$ cat src/rtl/btn_evt_pkg.sv
// -----------------------------------------------------------------------------
// btn_evt_pkg
// Shared definitions for the button event controller:
//   - event codes presented on evt_code (PRESS, LONG, REPEAT, RELEASE)
//   - per-button FSM state encoding (IDLE, PRESSED, HELD)
//   - default hold / repeat periods in clock cycles (50 MHz system clock)
// -----------------------------------------------------------------------------
package btn_evt_pkg;

    typedef enum logic [1:0] {
        EVT_PRESS   = 2'd0,
        EVT_LONG    = 2'd1,
        EVT_REPEAT  = 2'd2,
        EVT_RELEASE = 2'd3
    } evt_code_e;

    typedef enum logic [1:0] {
        ST_IDLE    = 2'd0,
        ST_PRESSED = 2'd1,
        ST_HELD    = 2'd2
    } btn_state_e;

    // 1 s and 200 ms at 50 MHz
    localparam int unsigned LONG_CYC_DEF = 32'd50_000_000;
    localparam int unsigned REP_CYC_DEF  = 32'd10_000_000;

endpackage

$ cat src/rtl/btn_evt_fsm.sv
// -----------------------------------------------------------------------------
// btn_evt_fsm
// One button: edge detection, IDLE/PRESSED/HELD classifier with hold counter,
// and a one-deep pending event slot read by the arbiter.
// Ports:
//   ckht  in   system clock
//   rst_n in   asynchronous active-low reset
//   lvl   in   debounced button level, 1 = pressed
//   clr   in   slot accepted by the arbiter this cycle
//   pend  out  slot holds an event
//   code  out  event code held in the slot
//   ovf   out  one-cycle pulse: a full, unaccepted slot was overwritten
// -----------------------------------------------------------------------------
module btn_evt_fsm
    import btn_evt_pkg::*;
#(
    parameter int unsigned LONG_CYC = LONG_CYC_DEF,
    parameter int unsigned REP_CYC  = REP_CYC_DEF,
    parameter int unsigned CNT_W    = 26
) (
    input  logic       ckht,
    input  logic       rst_n,
    input  logic       lvl,
    input  logic       clr,
    output logic       pend,
    output logic [1:0] code,
    output logic       ovf
);

    // Thresholds are "count reaches N-1", so the counter never needs to
    // hold N and never wraps.
    localparam logic [CNT_W-1:0] LONG_TH = CNT_W'(LONG_CYC - 32'd1);
    localparam logic [CNT_W-1:0] REP_TH  = CNT_W'(REP_CYC - 32'd1);

    logic             lvl_q_r;
    btn_state_e       state_r;
    logic [CNT_W-1:0] cnt_r;
    logic             pend_r;
    logic [1:0]       code_r;
    logic             ovf_r;

    logic             rise_s;
    logic             fall_s;
    logic             raise_s;
    evt_code_e        new_code_s;
    btn_state_e       state_nxt_s;
    logic [CNT_W-1:0] cnt_nxt_s;

    // Next-state decode; a falling edge wins over LONG/REPEAT in the same cycle.
    always_comb begin
        rise_s      = lvl & ~lvl_q_r;
        fall_s      = ~lvl & lvl_q_r;
        raise_s     = 1'b0;
        new_code_s  = EVT_PRESS;
        state_nxt_s = state_r;
        cnt_nxt_s   = cnt_r;
        case (state_r)
            ST_IDLE: begin
                if (rise_s) begin
                    raise_s     = 1'b1;
                    new_code_s  = EVT_PRESS;
                    state_nxt_s = ST_PRESSED;
                    cnt_nxt_s   = {CNT_W{1'b0}};
                end else begin
                    cnt_nxt_s   = {CNT_W{1'b0}};
                end
            end
            ST_PRESSED: begin
                if (fall_s) begin
                    raise_s     = 1'b1;
                    new_code_s  = EVT_RELEASE;
                    state_nxt_s = ST_IDLE;
                    cnt_nxt_s   = {CNT_W{1'b0}};
                end else if ((cnt_r == LONG_TH) && lvl) begin
                    raise_s     = 1'b1;
                    new_code_s  = EVT_LONG;
                    state_nxt_s = ST_HELD;
                    cnt_nxt_s   = {CNT_W{1'b0}};
                end else begin
                    cnt_nxt_s   = cnt_r + CNT_W'(1);
                end
            end
            ST_HELD: begin
                if (fall_s) begin
                    raise_s     = 1'b1;
                    new_code_s  = EVT_RELEASE;
                    state_nxt_s = ST_IDLE;
                    cnt_nxt_s   = {CNT_W{1'b0}};
                end else if (cnt_r == REP_TH) begin
                    raise_s     = 1'b1;
                    new_code_s  = EVT_REPEAT;
                    cnt_nxt_s   = {CNT_W{1'b0}};
                end else begin
                    cnt_nxt_s   = cnt_r + CNT_W'(1);
                end
            end
            default: begin
                state_nxt_s = ST_IDLE;
                cnt_nxt_s   = {CNT_W{1'b0}};
            end
        endcase
    end

    // State, counter, edge register and pending slot update.
    always_ff @(posedge ckht or negedge rst_n) begin
        if (!rst_n) begin
            lvl_q_r <= 1'b0;
            state_r <= ST_IDLE;
            cnt_r   <= {CNT_W{1'b0}};
            pend_r  <= 1'b0;
            code_r  <= 2'd0;
            ovf_r   <= 1'b0;
        end else begin
            lvl_q_r <= lvl;
            state_r <= state_nxt_s;
            cnt_r   <= cnt_nxt_s;
            if (raise_s) begin
                // A slot being drained this cycle can refill without loss.
                pend_r <= 1'b1;
                code_r <= new_code_s;
                ovf_r  <= pend_r & ~clr;
            end else begin
                if (clr) begin
                    pend_r <= 1'b0;
                end else begin
                    pend_r <= pend_r;
                end
                code_r <= code_r;
                ovf_r  <= 1'b0;
            end
        end
    end

    assign pend = pend_r;
    assign code = code_r;
    assign ovf  = ovf_r;

endmodule

$ cat src/rtl/btn_event_ctrl.sv
// -----------------------------------------------------------------------------
// btn_event_ctrl
// Classifies N_BTN debounced buttons into PRESS/LONG/REPEAT/RELEASE events and
// round-robin schedules pending events onto one valid/ready port.
// Ports:
//   ckht      in   system clock
//   rst_n     in   asynchronous active-low reset
//   btn_lvl   in   debounced levels, 1 = pressed
//   evt_valid out  event available (held until accepted)
//   evt_ready in   downstream accepts the event
//   evt_btn   out  index of the button that raised the event
//   evt_code  out  0 PRESS, 1 LONG, 2 REPEAT, 3 RELEASE
//   evt_ovf   out  one-cycle pulse when a pending event was overwritten
// -----------------------------------------------------------------------------
module btn_event_ctrl
    import btn_evt_pkg::*;
#(
    parameter int          N_BTN    = 4,
    parameter int unsigned LONG_CYC = LONG_CYC_DEF,
    parameter int unsigned REP_CYC  = REP_CYC_DEF,
    parameter int unsigned CNT_W    = 26
) (
    input  logic             ckht,
    input  logic             rst_n,
    input  logic [N_BTN-1:0] btn_lvl,
    output logic             evt_valid,
    input  logic             evt_ready,
    output logic [2:0]       evt_btn,
    output logic [1:0]       evt_code,
    output logic             evt_ovf
);

    logic [N_BTN-1:0] pend_s;
    logic [N_BTN-1:0] clr_s;
    logic [N_BTN-1:0] ovf_s;
    logic [1:0]       code_s [N_BTN];

    // Per-button views widened to the 8-button maximum so a 3-bit index
    // always selects in range.
    logic [7:0]       pend_ext_s;
    logic [15:0]      code_ext_s;

    logic [3:0]       idx_s;
    logic             grant_found_s;
    logic [2:0]       grant_s;
    logic             load_s;
    logic [1:0]       sel_code_s;
    logic [3:0]       rr_nxt_s;

    logic [2:0]       rr_ptr_r;
    logic             evt_valid_r;
    logic [2:0]       evt_btn_r;
    logic [1:0]       evt_code_r;
    logic             evt_ovf_r;

    for (genvar g = 0; g < N_BTN; g++) begin : g_btn
        btn_evt_fsm #(
            .LONG_CYC (LONG_CYC),
            .REP_CYC  (REP_CYC),
            .CNT_W    (CNT_W)
        ) u_fsm (
            .ckht  (ckht),
            .rst_n (rst_n),
            .lvl   (btn_lvl[g]),
            .clr   (clr_s[g]),
            .pend  (pend_s[g]),
            .code  (code_s[g]),
            .ovf   (ovf_s[g])
        );
    end

    // Round-robin grant from rr_ptr, load decision and slot-clear vector.
    always_comb begin
        pend_ext_s = 8'(pend_s);
        code_ext_s = {16{1'b0}};
        for (int i = 0; i < N_BTN; i++) begin
            code_ext_s[2*i +: 2] = code_s[i];
        end

        idx_s         = 4'd0;
        grant_found_s = 1'b0;
        grant_s       = 3'd0;
        for (int i = 0; i < N_BTN; i++) begin
            idx_s = {1'b0, rr_ptr_r} + 4'(i);
            if (idx_s >= 4'(N_BTN)) begin
                idx_s = idx_s - 4'(N_BTN);
            end else begin
                idx_s = idx_s;
            end
            if (!grant_found_s && pend_ext_s[idx_s[2:0]]) begin
                grant_found_s = 1'b1;
                grant_s       = idx_s[2:0];
            end else begin
                grant_found_s = grant_found_s;
            end
        end

        // Load when the output is empty or its event is taken this cycle.
        load_s     = (~evt_valid_r | evt_ready) & grant_found_s;
        sel_code_s = code_ext_s[{grant_s, 1'b0} +: 2];

        for (int i = 0; i < N_BTN; i++) begin
            clr_s[i] = load_s & (grant_s == 3'(i));
        end

        rr_nxt_s = {1'b0, grant_s} + 4'd1;
        if (rr_nxt_s == 4'(N_BTN)) begin
            rr_nxt_s = 4'd0;
        end else begin
            rr_nxt_s = rr_nxt_s;
        end
    end

    // Output register and round-robin pointer.
    always_ff @(posedge ckht or negedge rst_n) begin
        if (!rst_n) begin
            rr_ptr_r    <= 3'd0;
            evt_valid_r <= 1'b0;
            evt_btn_r   <= 3'd0;
            evt_code_r  <= 2'd0;
            evt_ovf_r   <= 1'b0;
        end else begin
            if (load_s) begin
                evt_valid_r <= 1'b1;
                evt_btn_r   <= grant_s;
                evt_code_r  <= sel_code_s;
                rr_ptr_r    <= rr_nxt_s[2:0];
            end else if (evt_ready) begin
                evt_valid_r <= 1'b0;
            end else begin
                evt_valid_r <= evt_valid_r;
            end
            evt_ovf_r <= |ovf_s;
        end
    end

    assign evt_valid = evt_valid_r;
    assign evt_btn   = evt_btn_r;
    assign evt_code  = evt_code_r;
    assign evt_ovf   = evt_ovf_r;

endmodule

$ cat config.mk
export PLATFORM = sky130hd
export DESIGN_NAME = btn_event_ctrl
export DESIGN_NICKNAME = d
export VERILOG_FILES = /design/src/rtl/btn_evt_pkg.sv /design/src/rtl/btn_evt_fsm.sv /design/src/rtl/btn_event_ctrl.sv
export SDC_FILE = /design/constraint.sdc
export NUM_CORES = 1
export LEC_CHECK = 0
export CAP_MARGIN = 40
export CORE_UTILIZATION = 32
export CTS_CLUSTER_DIAMETER = 30
export CTS_CLUSTER_SIZE = 14
export DETAILED_ROUTE_END_ITERATION = 8
export PLACE_DENSITY = 0.43
export SLEW_MARGIN = 20
export SYNTH_ARGS = -nofsm -noshare
export SYNTH_HDL_FRONTEND = slang
export SYNTH_HIERARCHICAL = 1
export SYNTH_SLANG_ARGS = --single-unit
export TNS_END_PERCENT = 100
$ cat constraint.sdc
create_clock -name ckht -period 6.3 [get_ports ckht]
set_input_delay 1.575 -clock ckht [delete_from_list [all_inputs] [get_ports ckht]]
set_output_delay 1.575 -clock ckht [all_outputs]
set_load 0.02 [all_outputs]
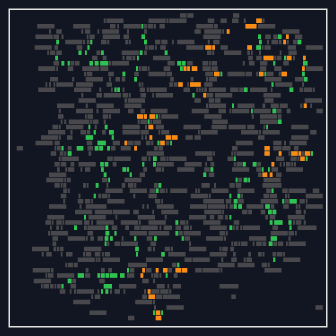
Figure 1: gate families picked out.
green -> NAND gates  # cells 143
orange -> inverting AOI/OAI gates  # cells 52
Finished Layout Cells: 1213
most frequent logic cell in the layout: sky130_fd_sc_hd__nor2_1
share of the final layout cell area in multi-input gates: 45.4%

==> reports/metrics.yaml <==
logic_synthesis:
  chip_area_estimate_from_yosys_synthesis_sq_um: 8190
  postSynthNetCount: 894
  ys_dominant_reg_cell: "sky130_fd_sc_hd__dfrtp_1"
  yosys.stat.seqShare_pct: 43.4
  synth_area_per_cell_sq_um: 9.52
  mux_share_pct: 3.12
  simple_gate_share_pct: 26.9
  synthMostInstantiatedCell: "sky130_fd_sc_hd__nor2_1"
  syn_area_sq_um: 8190
  yosys_warnings: 6
  synth-edff-count: 0
  largest_area_cell: "sky130_fd_sc_hd__dfrtp_1"
  yosys_register_bits: 142
  largest_non_sequential_cell_family_by_area: "simple AND/OR/NAND/NOR gates"
  instance_tally_after_logic_synthesis: 860
  top_area_share_pct: 43.4
  netlist_top_cells_area: "sky130_fd_sc_hd__dfrtp_1 43%, sky130_fd_sc_hd__xnor2_1 7.6%, sky130_fd_sc_hd__nor2_1 6.8%"
  ys_cells: 860
  synth-adder-area-share_pct: 4.13
  synth.cellmix.compoundShare_pct: 6.89
  synth.cellmix.xorXnorShare_pct: 10.3
cts:
  cts_post_setup_buffers_inserted: 0
  num_cts_buffers: 17
  tritoncts: "built"
  post_cts_resized: 0
  clk_root_buf: "sky130_fd_sc_hd__clkbuf_16"
  clk_latency_ps: 420
  cts-htree-levels: 4
  cts_sinks: 142
  hold_buffers: 0
global_routing:
  first_global_vias: 5969
  grt_first_pass_wirelength_mm: 30.8
  antenna_found_initial: 0
  track_usage_pct: 14.6
  grt.overflow.total: 0
  largest_net_degree_at_the_start_of_global_routing: 66
final_timing:
  finalHoldViolCount: 0
  tns_ps: 0
  holdWs_ps: 443
  slew_headroom_pct: 44.9
  maxSlewViolCount: 0
  finalCritPeriodShare_pct: 56.4
  finClkSkew_ps: 10.9
  setup_slack_ps: 2750
  max_slew.worst_pin.slew_ps: 827
  finalSetupViolations: 0
  grt_setup_unrepaired: "false"
  timing.fmax_ghz: 0.282
cells_and_area:
  total_number_of_multi_input_combinational_cells: 637
  layout.filler_cells: 2585
  final_net_count: 904
  post-route-util_pct: 36.9
  fraction_of_layout_instances_using_a_drive_strength_above_1_pct: 8.04
  layout_top_cells: "148 x sky130_fd_sc_hd__nor2_1, 142 x sky130_fd_sc_hd__dfrtp_1, 71 x sky130_fd_sc_hd__xnor2_1"
  ff_latch_area_sq_um: 3550
  multiInputGateArea_sq_um: 4200
  max_ffs_per_register: 104
  buffers_excl_clock: 19
  inverters_excl_clock: 53
  dominant-cell-class: "combinational gates"
  largest-register: "g_btn.u_fsm/cnt_r"
  signal_buffer_area_fraction_pct: 2.85
  clock_tree_area_fraction_pct: 6.82
  clkbuf_count: 19
  areaGrowthSynthToFinish_pct: 13.1
  ff_count: 142
setup_path:
  critPathRequiredTime_ps: 6570
  worst_setup_path_startpoint: "rr_ptr_r[0]$_DFFE_PN0P_"
  worstReg2RegStart: "rr_ptr_r[0]$_DFFE_PN0P_"
  worst_r2r_endpoint: "rr_ptr_r[0]$_DFFE_PN0P_"
  critical_path.max_stage_delay_ps: 700
  critPathCapture: "rr_ptr_r[0]$_DFFE_PN0P_"
  kind_of_critical_path: "reg -> reg"
  cp_cell_sequence: "inv_1, ha_1, nor3_1, a21oi_1, nand3_1, o211ai_1, ha_1, ha_1, nand2b_1, nand3b_1, o21ai_0"
  timing.critical_path.from_type: "register"
  worst-path-max-fanout: 17
  timing.critical_path.arrival_ps: 3830
  register_to_register_setup_slack_ps: 2750
  r2r_cells: 11
floorplan:
  horiz_die_dim_um: 162
  floorplan.io_pins: 14
  core_util_floorplan_pct: 32.6
  die_area_sq_um: 26200
  n_tap_cell: 330
worst_hold_path:
  hold_path_end: "evt_ovf$_DFF_PN0_"
  min_path_type: "reg -> reg"
  worstHoldStart: "g_btn[2].u_fsm/ovf$_DFF_PN0_"
  min_path_cells: 1
routing:
  vias: 5960
  wl_per_cell_um: 14.6
  routed_wirelength_mm: 17.7
  dr.first_iter.drc_count: 343
  vias_per_cell: 4.91
  drt_pass_1_iters: 4
  number_of_remaining_drc_errors: 0
  ant_nets: 0
status:
  status: "completed"
power:
  vdd.ir_drop.worst_uv: 189
  total_power_w: 0.00323
  p_per_area_nw_per_um2: 348
placement:
  post-dp-hpwl_mm: 12.1
  dpl-instance-area_sq_um: 8610
  place_congestion: 0.773
  post-place-cells: 1180
  io_buffer_count: 13
flow_run:
  log.warning_count: 42
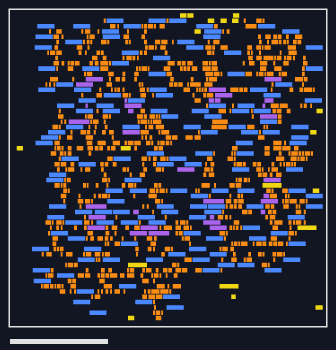
Figure 2: placed cells, one color a class.
The bar under the picture is 50 um long.
purple -> clock drivers and dummy loads  # cells 32, share of their area 7.1%
orange -> all other logic  # cells 690, share of their area 50%
blue -> flip-flops  # cells 142, share of their area 40%
yellow -> other buffers and delay cells  # cells 19, share of their area 3.0%
Finished Cell Area: 9270 sq um
Seq area share: 38.4%
core outline area: 25100 sq um
Rows: 58

## metal layers
metal / global-route usage (%) / wire, um / vias to the layer above / part of all wire [%]
met2: 22.6 / 7810 / 59 / 44
met3: 3.06 / 450 / 11 / 2.5
met4: 3.99 / 164 / 0 / 0.92
met1: 20.7 / 9320 / 2873 / 53
met5: 0 / 0 / - / 0
li1: - / - / 3017 / -
## power breakdown
part	total, W	leakage [nW]	internal [W]	switching [W]
clock network	0.00109	0.304	0.000676	0.000416
logic	0.00101	1.41	0.000430	0.000581
registers	0.00112	1.93	0.00101	0.000113
total	0.00323	3.64	0.00212	0.00111
## critical path, delay by kind of cell (launching register included)
family	cells	cell delay, ps
AOI/OAI and AO/OA	3	950
adders and majority gates	3	1100
buffers and inverters	1	190
DFF	1	700
and+or+nand+nor	4	450
Power is estimated from default activity; no workload was simulated.
